File: src/rtl/tod_controller.sv
// Time-of-day controller: keeps hh:mm:ss from the 1 Hz tick, runs the button
// driven set-mode sequencer, and rings a self-timing alarm on a time match.
module tod_controller #(
  parameter int unsigned RING_SECS     = 60,
  parameter int unsigned ALARM_HR_RST  = 6,
  parameter int unsigned ALARM_MIN_RST = 0
) (
  input  logic       clk,
  input  logic       reset_n,
  input  logic       sec_inc,
  input  logic       btn_mode,
  input  logic       btn_up,
  input  logic       alarm_en,
  output logic       sec_clr,
  output logic [4:0] hours,
  output logic [5:0] minutes,
  output logic [5:0] seconds,
  output logic [4:0] alarm_hours,
  output logic [5:0] alarm_minutes,
  output logic [2:0] mode,
  output logic       alarm_ring
);

  localparam int unsigned HR_W  = 5;
  localparam int unsigned MS_W  = 6;
  localparam int unsigned CNT_W = 8;

  typedef enum logic [2:0] {
    RUN        = 3'd0,
    SET_HR     = 3'd1,
    SET_MIN    = 3'd2,
    SET_AL_HR  = 3'd3,
    SET_AL_MIN = 3'd4
  } state_e;

  state_e            state_q, state_d;
  logic [HR_W-1:0]   hr_q, hr_d, al_hr_q, al_hr_d, hr_nx;
  logic [MS_W-1:0]   min_q, min_d, sec_q, sec_d, al_min_q, al_min_d, min_nx, sec_nx;
  logic              ring_q, ring_d;
  logic [CNT_W-1:0]  cnt_q, cnt_d;
  logic              press, adv_en, advance, trig, dismiss, sec_wrap, min_wrap;

  always_comb begin
    state_d  = state_q;
    hr_d     = hr_q;
    min_d    = min_q;
    sec_d    = sec_q;
    al_hr_d  = al_hr_q;
    al_min_d = al_min_q;
    ring_d   = ring_q;
    cnt_d    = cnt_q;

    press    = btn_mode | btn_up;
    // A RUN->SET_HR transition takes priority over a coincident tick.
    adv_en   = (state_q inside {RUN, SET_AL_HR, SET_AL_MIN}) &&
               !((state_q == RUN) && btn_mode && !ring_q);
    advance  = adv_en && sec_inc;

    sec_wrap = (sec_q == 6'd59);
    min_wrap = sec_wrap && (min_q == 6'd59);
    sec_nx   = sec_wrap ? '0 : sec_q + 6'd1;
    min_nx   = !sec_wrap ? min_q : ((min_q == 6'd59) ? '0 : min_q + 6'd1);
    hr_nx    = !min_wrap ? hr_q : ((hr_q == 5'd23) ? '0 : hr_q + 5'd1);

    // Compare against the alarm value as it stands before any btn_up this cycle.
    trig     = advance && alarm_en && sec_wrap &&
               (min_nx == al_min_q) && (hr_nx == al_hr_q);
    dismiss  = press && (ring_q || trig);

    if (advance) begin
      hr_d  = hr_nx;
      min_d = min_nx;
      sec_d = sec_nx;
    end

    if (!dismiss && btn_mode) begin
      unique case (state_q)
        RUN:        begin state_d = SET_HR; sec_d = '0; end
        SET_HR:     state_d = SET_MIN;
        SET_MIN:    state_d = SET_AL_HR;
        SET_AL_HR:  state_d = SET_AL_MIN;
        default:    state_d = RUN;
      endcase
    end else if (!dismiss && btn_up) begin
      unique case (state_q)
        SET_HR:     hr_d     = (hr_q == 5'd23)     ? '0 : hr_q + 5'd1;
        SET_MIN:    min_d    = (min_q == 6'd59)    ? '0 : min_q + 6'd1;
        SET_AL_HR:  al_hr_d  = (al_hr_q == 5'd23)  ? '0 : al_hr_q + 5'd1;
        SET_AL_MIN: al_min_d = (al_min_q == 6'd59) ? '0 : al_min_q + 6'd1;
        default:    ;
      endcase
    end

    if ((state_q == SET_HR) || (state_q == SET_MIN)) sec_d = '0;

    // Ring timer: auto-stop, retrigger load, then dismiss/disarm override.
    if (ring_q && sec_inc) begin
      cnt_d = cnt_q - 8'd1;
      if (cnt_q == 8'd1) ring_d = 1'b0;
    end
    if (trig) begin
      ring_d = 1'b1;
      cnt_d  = CNT_W'(RING_SECS);
    end
    if (dismiss || !alarm_en) begin
      ring_d = 1'b0;
      cnt_d  = '0;
    end
  end

  always_ff @(posedge clk or negedge reset_n) begin
    if (!reset_n) begin
      state_q  <= RUN;
      hr_q     <= '0;
      min_q    <= '0;
      sec_q    <= '0;
      al_hr_q  <= HR_W'(ALARM_HR_RST);
      al_min_q <= MS_W'(ALARM_MIN_RST);
      ring_q   <= 1'b0;
      cnt_q    <= '0;
    end else begin
      state_q  <= state_d;
      hr_q     <= hr_d;
      min_q    <= min_d;
      sec_q    <= sec_d;
      al_hr_q  <= al_hr_d;
      al_min_q <= al_min_d;
      ring_q   <= ring_d;
      cnt_q    <= cnt_d;
    end
  end

  assign sec_clr       = (state_q == SET_HR) || (state_q == SET_MIN);
  assign hours         = hr_q;
  assign minutes       = min_q;
  assign seconds       = sec_q;
  assign alarm_hours   = al_hr_q;
  assign alarm_minutes = al_min_q;
  assign mode          = state_q;
  assign alarm_ring    = ring_q;

endmodule

File: config.mk
export PLATFORM = sky130hd
export DESIGN_NAME = tod_controller
export DESIGN_NICKNAME = d
export VERILOG_FILES = /design/src/rtl/tod_controller.sv
export SDC_FILE = /design/constraint.sdc
export NUM_CORES = 1
export LEC_CHECK = 0
export CORE_MARGIN = 2
export CORE_UTILIZATION = 55
export DETAILED_ROUTE_END_ITERATION = 16
export PLACE_DENSITY = 0.82
export SLEW_MARGIN = 20
export SYNTH_ARGS = -nofsm -noshare
export SYNTH_HDL_FRONTEND = slang
export SYNTH_SLANG_ARGS = --single-unit
File: constraint.sdc
create_clock -name clk -period 3.1 [get_ports clk]
set_input_delay 0.465 -clock clk [delete_from_list [all_inputs] [get_ports clk]]
set_output_delay 0.465 -clock clk [all_outputs]
set_load 0.01 [all_outputs]
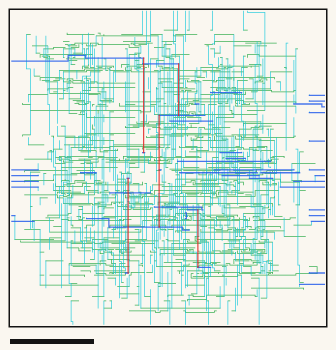
*Signal wires by layer*
Bar = 20 um.
legend:
  blue:
    layer: metal 3
    wire_length: 321 um
  cyan:
    layer: metal 2
    wire_length: 3040 um
  red:
    layer: metal 4
    wire_length: 97.2 um
  green:
    layer: metal 1
    wire_length: 2840 um

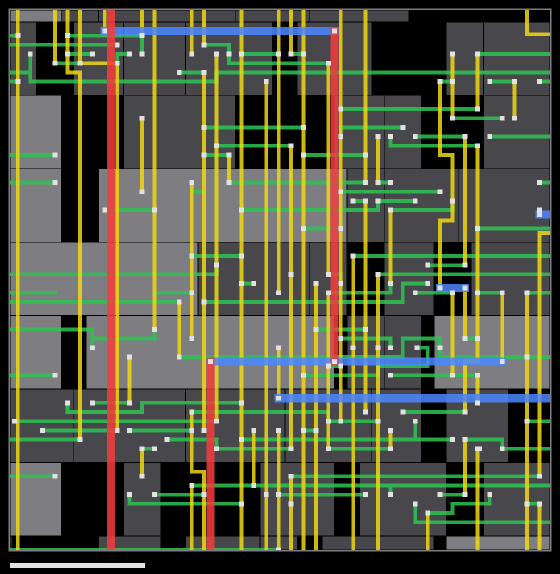
*A small window of the routed layout*
Bar = 5 um. Window x 28 to 48, y 43 to 63 um. Cells in gray, sequential cells in the stronger gray; small squares are vias.
legend:
  yellow:
    layer: metal 2
  red:
    layer: metal 4
  blue:
    layer: metal 3
  green:
    layer: metal 1
sequential cells in the window: 3
netlist names of flops here include: `mode` (3)
cells with their middle in the window: 33
most frequent: nor2_1 (5), mux2_2 (4)

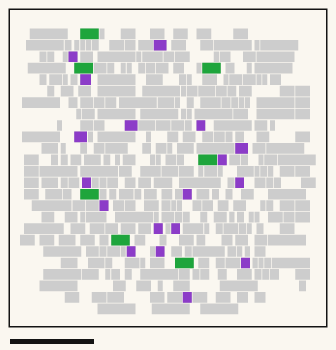
*Gate families picked out*
Bar = 20 um.
legend:
  purple:
    family: and/or cells
    cells: 18
    most_used: and3_1
  green:
    family: fa/ha/maj cells
    cells: 7
    most_used: ha_1

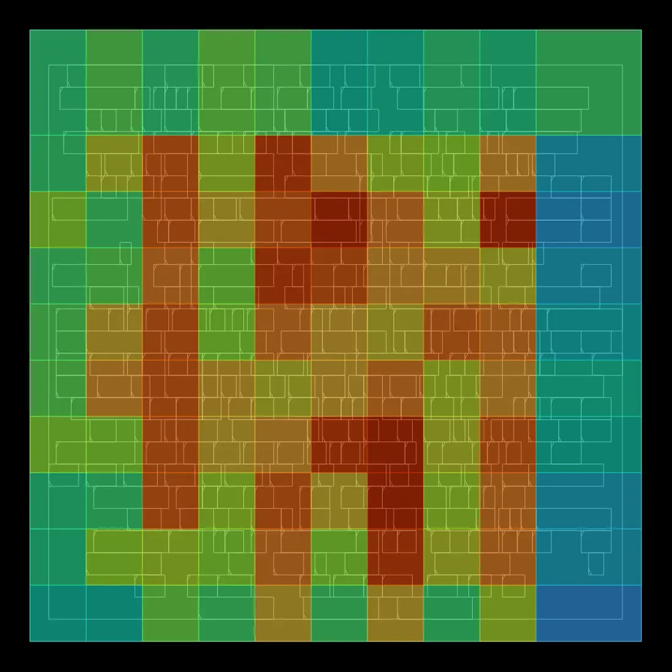
*Routing congestion map*
GR Util All Layers: 0.245
gr busiest metal: met2
final core utilization: 0.704
global routing usage on met1: 0.336
Avg WL per Cell: 15.2 um

==> flow_summary.yaml <==
# yosys + openroad results
route:
  dr.pass1.iters: 4
  top_layer: "met4"
  vias: 2430
placement:
  dp_hpwl_um: 4740
worst_setup_path:
  critPathLaunchType: "register"
  critPathTopFamily: "AND-OR/OR-AND gates"
  cp_data_required_time_ns: 3.29
  crit_chain: "ha_1 > buf_4 > nor2b_1 > a21oi_1 > o21ai_0 > a2111o_1 > a2111o_2 > o211ai_1 > mux2_2"
  critical_path_arrival_ns: 3.10
cts:
  clockBufferDepth: 2
  cts.clk_slew.worst_paths_ns: 0.08
  cts_tree: "built"
  htree_levels: 2
  cts_setup_buffers: 0
synth:
  xor_share: 0.0821
  synthCells: 302
  simple_gate_share: 0.215
  syn_area_per_cell_um2: 9.19
  ys_types: 58
  synth_nets: 315
  yosys-top-cells-area: "dfrtp_1 34%, mux2_2 6.1%, xnor2_1 5.4%"
power_and_ir_drop:
  pwr-share-seq: 0.360
  peakVddDrop_mv: 0.450
floorplan:
  dieHeight_um: 75.0
  taps: 67
  fp-utilization: 0.580
status:
  status: "finished clean"
flow_run:
  cap_viol_max_count: 0
cells_and_area:
  seq_cells: 40
  comb_share: 0.499
  n_all_buffers: 54
  layout.nonclk_buf_frac: 0.147
  lay_top_count: "dfrtp_1"
timing:
  clock.fmax_mhz: 343
  fin_setup_tns_ns: 0
  fin_hold_ws_ns: 0.275
global_route:
  grt_pass1_vias: 2217
  grt_pass1_wl_um: 10600
  use_met2: 0.388
No activity file was given, so power comes from the tool's default toggle rates.
